## config.mk

```make
export PLATFORM = sky130hd
export DESIGN_NAME = input_fifo_arbiter_flat
export DESIGN_NICKNAME = d
export VERILOG_FILES = /design/src/rtl/lzrw1_pkg.sv /design/src/rtl/input_fifo_arbiter_if.sv /design/src/rtl/input_fifo_arbiter_rr_pick.sv /design/src/rtl/input_fifo_arbiter.sv /design/src/flat_wrapper.sv
export SDC_FILE = /design/constraint.sdc
export NUM_CORES = 1
export LEC_CHECK = 0
export ABC_AREA = 1
export CAP_MARGIN = 20
export CORE_ASPECT_RATIO = 1.1
export CORE_UTILIZATION = 37
export CTS_CLUSTER_DIAMETER = 40
export DETAILED_ROUTE_END_ITERATION = 7
export PLACE_DENSITY = 0.83
export SYNTH_ARGS = -nofsm -noshare
export SYNTH_HDL_FRONTEND = slang
export SYNTH_SLANG_ARGS = --single-unit
```

## constraint.sdc

```tcl
create_clock -name ClkxCI -period 1.5 [get_ports ClkxCI]
set_input_delay 0.15 -clock ClkxCI [delete_from_list [all_inputs] [get_ports ClkxCI]]
set_output_delay 0.15 -clock ClkxCI [all_outputs]
set_load 0.1 [all_outputs]
```

## src/rtl/lzrw1_pkg.sv

```systemverilog
// rtl/lzrw1_pkg.sv - shared types and constants for the compressor input arbiter
package lzrw1_pkg;
    typedef enum logic [1:0] {ARB_IDLE, ARB_OWN, ARB_GAP} arb_state_t;
    localparam int FIFO_WORD_W = 32;
endpackage

```

## src/rtl/input_fifo_arbiter_if.sv

```systemverilog
// rtl/input_fifo_arbiter_if.sv - source-side handshake and FIFO write port bundle
interface input_fifo_arbiter_if #(
    parameter int NUM_REQ = 2,
    parameter int CNT_W   = 16
);
    import lzrw1_pkg::*;
    localparam int IDX_W = $clog2(NUM_REQ);

    logic [NUM_REQ-1:0]             ReqxSI;
    logic [NUM_REQ*FIFO_WORD_W-1:0] DInxDI;
    logic [NUM_REQ-1:0]             LastxSI;
    logic [NUM_REQ-1:0]             AckxSO;
    logic                           FifoBusyxSI;
    logic [FIFO_WORD_W-1:0]         FifoDInxDO;
    logic                           FifoWexSO;
    logic [IDX_W-1:0]               GrantxDO;
    logic                           ActivexSO;
    logic                           BlockDonexSO;
    logic [CNT_W-1:0]               WordCntxDO;

    modport master (
        output ReqxSI, DInxDI, LastxSI, FifoBusyxSI,
        input  AckxSO, FifoDInxDO, FifoWexSO, GrantxDO, ActivexSO, BlockDonexSO, WordCntxDO
    );

    modport slave (
        input  ReqxSI, DInxDI, LastxSI, FifoBusyxSI,
        output AckxSO, FifoDInxDO, FifoWexSO, GrantxDO, ActivexSO, BlockDonexSO, WordCntxDO
    );
endinterface

```

## src/rtl/input_fifo_arbiter_rr_pick.sv

```systemverilog
// rtl/input_fifo_arbiter_rr_pick.sv - cyclic first-set-bit search from a start index
module rr_pick #(
    parameter int NUM_REQ = 2,
    parameter int IDX_W   = 1
) (
    input  logic [NUM_REQ-1:0] i_req,
    input  logic [IDX_W-1:0]   i_start,
    output logic [IDX_W-1:0]   o_idx,
    output logic               o_found
);
    int w_cand;

    // Walk offsets from far to near so the closest set bit to i_start wins.
    always_comb begin
        o_idx   = i_start;
        o_found = |i_req;
        w_cand  = 0;
        for (int off = NUM_REQ - 1; off >= 0; off--) begin
            w_cand = int'(i_start) + off;
            if (w_cand >= NUM_REQ) begin
                w_cand = w_cand - NUM_REQ;
            end
            if (i_req[w_cand]) begin
                o_idx = IDX_W'(w_cand);
            end
        end
    end
endmodule

```

## src/rtl/input_fifo_arbiter.sv

```systemverilog
// rtl/input_fifo_arbiter.sv - block-granular round-robin arbiter onto the input FIFO write port
module input_fifo_arbiter
    import lzrw1_pkg::*;
#(
    parameter int NUM_REQ = 2,
    parameter int CNT_W   = 16
) (
    input logic                  ClkxCI,
    input logic                  RstxRI,
    input_fifo_arbiter_if.slave  bus
);
    localparam int IDX_W = $clog2(NUM_REQ);
    localparam logic [1:0] S_IDLE = ARB_IDLE;
    localparam logic [1:0] S_OWN  = ARB_OWN;
    localparam logic [1:0] S_GAP  = ARB_GAP;

    logic [1:0]             r_state;
    logic [IDX_W-1:0]       r_ptr;
    logic [IDX_W-1:0]       r_grant;
    logic                   r_we;
    logic [FIFO_WORD_W-1:0] r_dout;
    logic [CNT_W-1:0]       r_cnt;

    logic [IDX_W-1:0]       w_pick;
    logic                   w_found;
    logic [FIFO_WORD_W-1:0] w_din;
    logic                   w_last;
    logic                   w_req_g;
    logic                   w_ack;

    rr_pick #(
        .NUM_REQ (NUM_REQ),
        .IDX_W   (IDX_W)
    ) u_pick (
        .i_req   (bus.ReqxSI),
        .i_start (r_ptr),
        .o_idx   (w_pick),
        .o_found (w_found)
    );

    always_comb begin
        w_din   = '0;
        w_last  = 1'b0;
        w_req_g = 1'b0;
        for (int i = 0; i < NUM_REQ; i++) begin
            if (r_grant == IDX_W'(i)) begin
                w_din   = bus.DInxDI[i*FIFO_WORD_W +: FIFO_WORD_W];
                w_last  = bus.LastxSI[i];
                w_req_g = bus.ReqxSI[i];
            end
        end
    end

    // Ack is masked during reset so a source never sees a transfer the FIFO drops.
    assign w_ack = (r_state == S_OWN) && w_req_g && !bus.FifoBusyxSI && !RstxRI;

    assign bus.AckxSO       = w_ack ? (NUM_REQ'(1) << r_grant) : '0;
    assign bus.FifoDInxDO   = r_dout;
    assign bus.FifoWexSO    = r_we;
    assign bus.GrantxDO     = r_grant;
    assign bus.ActivexSO    = (r_state == S_OWN);
    assign bus.BlockDonexSO = (r_state == S_GAP);
    assign bus.WordCntxDO   = r_cnt;

    always_ff @(posedge ClkxCI) begin
        if (RstxRI) begin
            r_state <= S_IDLE;
            r_ptr   <= '0;
            r_grant <= '0;
            r_we    <= 1'b0;
            r_dout  <= '0;
            r_cnt   <= '0;
        end else begin
            r_we <= w_ack;
            if (w_ack) begin
                r_dout <= w_din;
            end
            case (r_state)
                S_IDLE: begin
                    if (w_found) begin
                        r_grant <= w_pick;
                        r_cnt   <= '0;
                        r_state <= S_OWN;
                    end
                end
                S_OWN: begin
                    if (w_ack) begin
                        if (r_cnt != '1) begin
                            r_cnt <= r_cnt + CNT_W'(1);
                        end
                        if (w_last) begin
                            r_ptr   <= (r_grant == IDX_W'(NUM_REQ - 1)) ? '0 : r_grant + IDX_W'(1);
                            r_state <= S_GAP;
                        end
                    end
                end
                S_GAP:   r_state <= S_IDLE;
                default: r_state <= S_IDLE;
            endcase
        end
    end
endmodule

```

## src/flat_wrapper.sv

```systemverilog
// flat-port wrapper written by rule: the top's interface ports become plain ports
module input_fifo_arbiter_flat import lzrw1_pkg::*;
#(
    parameter int NUM_REQ = 2,
    parameter int CNT_W   = 16
)
  (ClkxCI, RstxRI, bus_ReqxSI, bus_DInxDI, bus_LastxSI, bus_FifoBusyxSI, bus_AckxSO, bus_FifoDInxDO, bus_FifoWexSO, bus_GrantxDO, bus_ActivexSO, bus_BlockDonexSO, bus_WordCntxDO);
  input_fifo_arbiter_if #(.NUM_REQ(NUM_REQ), .CNT_W(CNT_W)) bus_i ();
  input logic ClkxCI;
  input logic RstxRI;
  input wire logic [$bits(bus_i.ReqxSI)-1:0] bus_ReqxSI;
  input wire logic [$bits(bus_i.DInxDI)-1:0] bus_DInxDI;
  input wire logic [$bits(bus_i.LastxSI)-1:0] bus_LastxSI;
  input wire logic [$bits(bus_i.FifoBusyxSI)-1:0] bus_FifoBusyxSI;
  output wire logic [$bits(bus_i.AckxSO)-1:0] bus_AckxSO;
  output wire logic [$bits(bus_i.FifoDInxDO)-1:0] bus_FifoDInxDO;
  output wire logic [$bits(bus_i.FifoWexSO)-1:0] bus_FifoWexSO;
  output wire logic [$bits(bus_i.GrantxDO)-1:0] bus_GrantxDO;
  output wire logic [$bits(bus_i.ActivexSO)-1:0] bus_ActivexSO;
  output wire logic [$bits(bus_i.BlockDonexSO)-1:0] bus_BlockDonexSO;
  output wire logic [$bits(bus_i.WordCntxDO)-1:0] bus_WordCntxDO;
  assign bus_i.ReqxSI = bus_ReqxSI;
  assign bus_i.DInxDI = bus_DInxDI;
  assign bus_i.LastxSI = bus_LastxSI;
  assign bus_i.FifoBusyxSI = bus_FifoBusyxSI;
  assign bus_AckxSO = bus_i.AckxSO;
  assign bus_FifoDInxDO = bus_i.FifoDInxDO;
  assign bus_FifoWexSO = bus_i.FifoWexSO;
  assign bus_GrantxDO = bus_i.GrantxDO;
  assign bus_ActivexSO = bus_i.ActivexSO;
  assign bus_BlockDonexSO = bus_i.BlockDonexSO;
  assign bus_WordCntxDO = bus_i.WordCntxDO;
  input_fifo_arbiter #(.NUM_REQ(NUM_REQ), .CNT_W(CNT_W)) u_core (.ClkxCI(ClkxCI), .RstxRI(RstxRI), .bus(bus_i));
endmodule
```

==> run_1/logic_types.png <==
Drawn at 3 px/um.
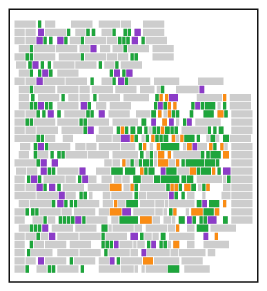
[green] NAND gates | cells: 197 | where: all over the die
[orange] NOR gates | cells: 46
[purple] inverting AOI/OAI gates | cells: 54 | where: all over the die

==> run_1/layer_met3.png <==
Drawn at 4 px/um.
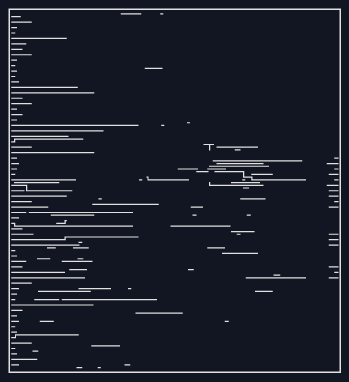
longest straight run: 31.5 um
wire length on this layer: 872 um
share of all routed wire: 8.8%
main direction: horizontal

==> run_1/clk_routes.png <==
Drawn at 4 px/um.
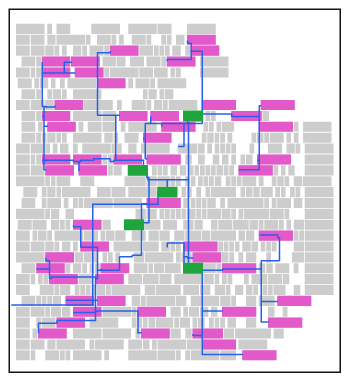
[magenta] flip-flops | count: 53
[blue] clock wires | length: 604 um
[green] clock drivers | count: 5
flops lie: all over the die

==> flow_summary.yaml, run 1 <==
# yosys + openroad results
setup_path:
  crit_buf_inv: 4
  cp.depth: 7
  r2r_slack_ns: -0.02
  cp.required_ns: 1.35
  regToRegEndpoint: "u_core.bus.WordCntxDO[10]$_SDFFE_PP0P_"
  critPathTopFamily: "buffers and inverters"
timing:
  holdWs_ns: 0.257
  fin_skew_ns: 0.00983
  worst_pin_slew_ns: 0.508
  setup_viol: 3
  finalWorstSetupSlack_ns: -0.0492
  rsz0062_at_grt: "yes"
cells_and_area:
  logic_gate_count: 301
  clock_area_share_pct: 1.81
  nFillCells: 398
  fin_nets: 623
  largest_class: "non-clock buffers"
  clock_buffers: 7
  layout.nonclk_buf_share_pct: 41.8
  comb_area_sq_um: 1540
  regArea_sq_um: 1120
  comb_share_pct: 30.0
  design_area_sq_um: 5120
floorplanning:
  io_pins: 125
  rows: 31
yosys:
  syn_inst: 402
  synthFlopType: "dfxtp_1"
  ys_top_cells_by_area: "dfxtp_1 (40%), nand2_1 (24%), a31oi_1 (7.6%)"
  synth_area_sq_um: 2630
  adder_share_pct: 0.476
  yosys.area_share.simple_pct: 38.5
  mux_share_pct: 0
  synth.avg_cell_area_sq_um: 6.54
  synthTopLogicFamily: "simple AND/OR/NAND/NOR gates"
  postSynthSeqShare_pct: 40.4
  synth.top_cell.area_share_pct: 40.4
grt:
  grt-busiest-layer: "met2"
  grt_pass1_vias: 3312
run_status:
  outcome: "complete, but fails checks"
  violations: "negative setup slack"
clock_tree:
  clk_latency_ns: 0.31
  root_buffer: "clkbuf_8"
  post_cts_resized: 5
drt:
  drc_errors: 0
hold_path:
  min_to: "u_core.bus.GrantxDO$_SDFFE_PP0P_"
run 1: tightest hold or removal path, stage by stage:
cell            delay (ns)
dlymetal6s2s_1        0.18
o211ai_1              0.12
a21oi_1               0.07
run 1: metal layers:
layer / part of all wire, % / wire, um
met1: 36 / 3540
met2: 52 / 5090
met3: 8.8 / 872
met4: 3.7 / 362
met5: 0 / 0
run 1: power by group:
group	total (mW)	internal (mW)	switching, mW
clock	0.846	0.378	0.469
combinational	1.05	0.477	0.572
sequential	1.48	1.42	0.0507
total	3.37	2.28	1.09
run 1: flip-flops by register name (all words and copies together), names as in the netlist:
signal / count
u_core.bus.FifoDInxDO: 32
u_core.bus.FifoWexSO: 1
u_core.bus.GrantxDO: 1
u_core.bus.WordCntxDO: 16
u_core.r_ptr: 1
u_core.r_state: 2
==> run 2, diff against run 1 <==
--- a/config.mk
+++ b/config.mk
@@ -7,7 +7,7 @@
 export LEC_CHECK = 0
 export ABC_AREA = 1
 export CAP_MARGIN = 20
-export CORE_ASPECT_RATIO = 1.1
+export CORE_MARGIN = 1
 export CORE_UTILIZATION = 37
 export CTS_CLUSTER_DIAMETER = 40
 export DETAILED_ROUTE_END_ITERATION = 7
==> constraint.sdc (replaced) <==
create_clock -name ClkxCI -period 1.3 [get_ports ClkxCI]
set_input_delay 0.13 -clock ClkxCI [delete_from_list [all_inputs] [get_ports ClkxCI]]
set_output_delay 0.13 -clock ClkxCI [all_outputs]
set_load 0.1 [all_outputs]
==> run_2/layer_met3.png <==
Drawn at 6 px/um.
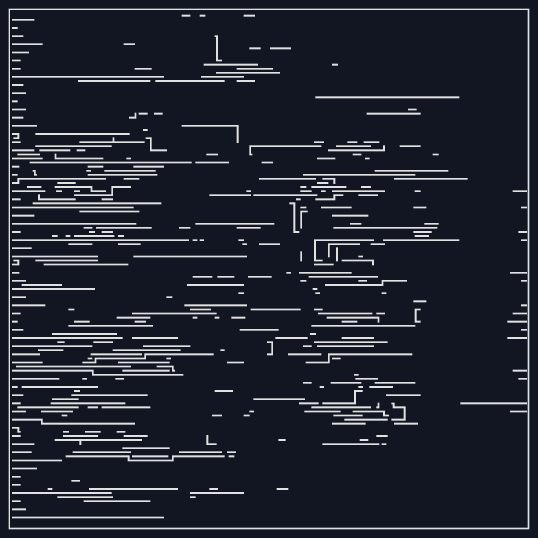
wire length on this layer: 1740 um
nets with wire on the layer: 220
longest straight run: 29.2 um
main direction: horizontal
share of all routed wire: 11%

==> flow_summary.yaml, run 2 <==
# yosys + openroad results
setup_path:
  cp.depth: 10
  cp.required_ns: 1.54
  critPathTopFamily: "simple AND/OR/NAND/NOR gates"
  regToRegEndpoint: "u_core.bus.WordCntxDO[3]$_SDFFE_PP0P_"
  cp_max_fo: 7
  r2r_slack_ns: -0.38
  crit_buf_inv: 3
grt:
  grt_pass1_vias: 3915
  grt-busiest-layer: "met2"
timing:
  setup_viol: 55
  maxSlewHeadroom_pct: 58.2
  rsz0062_at_grt: "yes"
  finalWorstSetupSlack_ns: -0.382
  fin_crit_ns: 1.68
power_and_ir_drop:
  switchingPower_mw: 1.46
  power_leader: "registers"
  seqPwrFrac_pct: 40.6
  powerClk_mw: 1.03
  p_int_mw: 2.72
  switching_share_pct: 34.9
  powerComb_mw: 1.45
  pg_seq_mw: 1.70
yosys:
  postSynthSeqShare_pct: 40.4
  yosys.area_share.simple_pct: 38.5
  synth.avg_cell_area_sq_um: 6.54
  synth.top_cell.area_share_pct: 40.4
  synthFlopType: "dfxtp_1"
  mux_share_pct: 0
  synthTopLogicFamily: "simple AND/OR/NAND/NOR gates"
  adder_share_pct: 0.476
  yosys_area_sq_um: 2630
  synth_area_sq_um: 2630
drt:
  vias_per_cell: 6.08
  drc_errors: 0
  wl_mm: 15.9
run_status:
  violations: "negative setup slack"
  outcome: "complete, but fails checks"
hold_path:
  min_to: "u_core.bus.GrantxDO$_SDFFE_PP0P_"
cells_and_area:
  design_area_sq_um: 5940
  comb_area_sq_um: 1770
  largest_reg_flops: 32
  regArea_sq_um: 1120
  nFillCells: 286
floorplanning:
  rows: 30
## run 2: metal layers
layer  wire [um]  vias to the layer above
li1            -                     1696
met1        5350                     1929
met2        7460                      457
met3        1740                      154
met4        1380                        0
met5           0                        -
## run 2: timing repair
item                                   4_1_cts  5_1_grt
setup endpoints to repair                   52       54
gates resized                               49       75
cloned                                       6        3
buffers inserted                            18        8
endpoints found under the hold margin        0        0
hold buffers                                 0        0
pin swaps                                   22       41
## run 2: final cells by class
| type | count | share of cell area, % |
|---|---|---|
| repair buffers | 209 | 45.5 |
| multi-input cells | 301 | 29.8 |
| flip-flops and latches | 53 | 18.9 |
| inverters | 31 | 2.25 |
| well taps | 96 | 2.02 |
| clock buffers | 6 | 1.39 |
| clock inverters | 1 | 0.105 |
==> run 3, diff against run 2 <==
--- a/config.mk
+++ b/config.mk
@@ -12,6 +12,7 @@
 export CTS_CLUSTER_DIAMETER = 40
 export DETAILED_ROUTE_END_ITERATION = 7
 export PLACE_DENSITY = 0.83
+export SLEW_MARGIN = 30
 export SYNTH_ARGS = -nofsm -noshare
 export SYNTH_HDL_FRONTEND = slang
 export SYNTH_SLANG_ARGS = --single-unit
==> run_3/layer_met3.png <==
Drawn at 6 px/um.
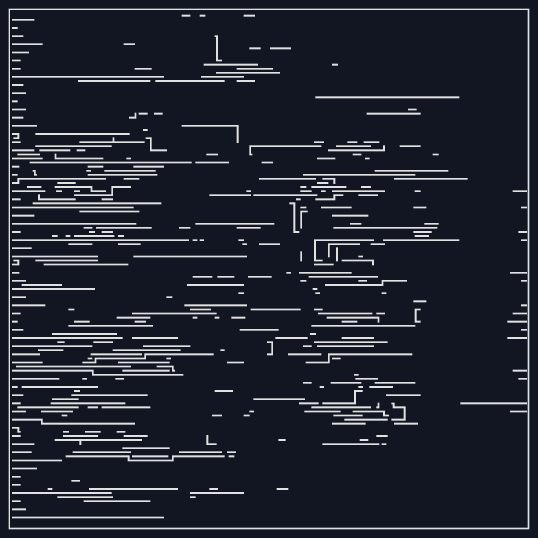
longest straight run: 29.2 um
nets with wire on the layer: 220
wire length on this layer: 1740 um
main direction: horizontal

==> flow_summary.yaml, run 3 <==
# yosys + openroad results
timing:
  rsz0062_at_grt: "yes"
  setup_viol: 55
  finalWorstSetupSlack_ns: -0.382
  fin_skew_ns: 0.00856
  worst_pin_slew_ns: 0.627
power_and_ir_drop:
  p_int_mw: 2.72
  powerClk_mw: 1.03
  p_comb_share_pct: 34.7
yosys:
  synth_area_sq_um: 2630
  ys_top_cells_by_area: "dfxtp_1 (40%), nand2_1 (24%), a31oi_1 (7.6%)"
  adder_share_pct: 0.476
  synth.top_cell.area_share_pct: 40.4
  yosys_area_sq_um: 2630
  postSynthSeqShare_pct: 40.4
  synthFlopType: "dfxtp_1"
  synthTopLogicFamily: "simple AND/OR/NAND/NOR gates"
setup_path:
  cp.depth: 10
  crit_buf_inv: 3
  cp_max_fo: 7
  critPathTopFamily: "simple AND/OR/NAND/NOR gates"
drt:
  met2_length_mm: 7.46
  wl_mm: 15.9
run_status:
  violations: "negative setup slack"
  outcome: "complete, but fails checks"
floorplanning:
  rows: 30
run 3: cell type report:
cell class | instances | share of cell area, %
Multi-Input combinational cell | 301 | 29.8
Tap cell | 96 | 2.02
Timing Repair Buffer | 209 | 45.5
Clock inverter | 1 | 0.105
Sequential cell | 53 | 18.9
Inverter | 31 | 2.25
Clock buffer | 6 | 1.39
run 3: repair_timing:
item,CTS,global route
gates cloned,6,3
setup endpoints to repair,52,54
pin swaps,22,41
resized,49,75
endpoints found under the hold margin,0,0
buffers inserted,18,8
run 3: metrics by stage:
step           hold WS, ns  instance area, sq um  setup TNS [ns]
4_1_cts              0.310                  5580           -6.49
2_1_floorplan        0.273                  2860          -11.49
3_5_place_dp         0.466                  5040          -19.21
5_1_grt              0.390                  5940          -15.64
6_report             0.391                  5940          -14.34
3_3_place_gp         0.456                  5040          -15.26

==> gallery <==
Routed metal, one colour a layer.
Drawn at 3 px/um.
shot_01.png
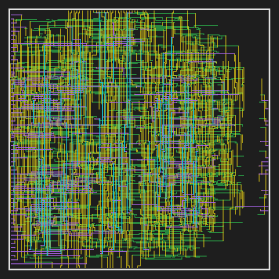
shot_02.png
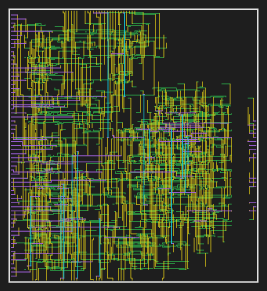
- shot_01.png = run 2
- shot_02.png = run 1
The one with the most wire is shot_01.png.

Key to shot_01.png:
[purple] metal 3 | wire length: 1740 um
[green] metal 1 | wire length: 5350 um
[cyan] metal 4 | wire length: 1380 um
[yellow] metal 2 | wire length: 7460 um

Power is estimated from default activity; no workload was simulated.
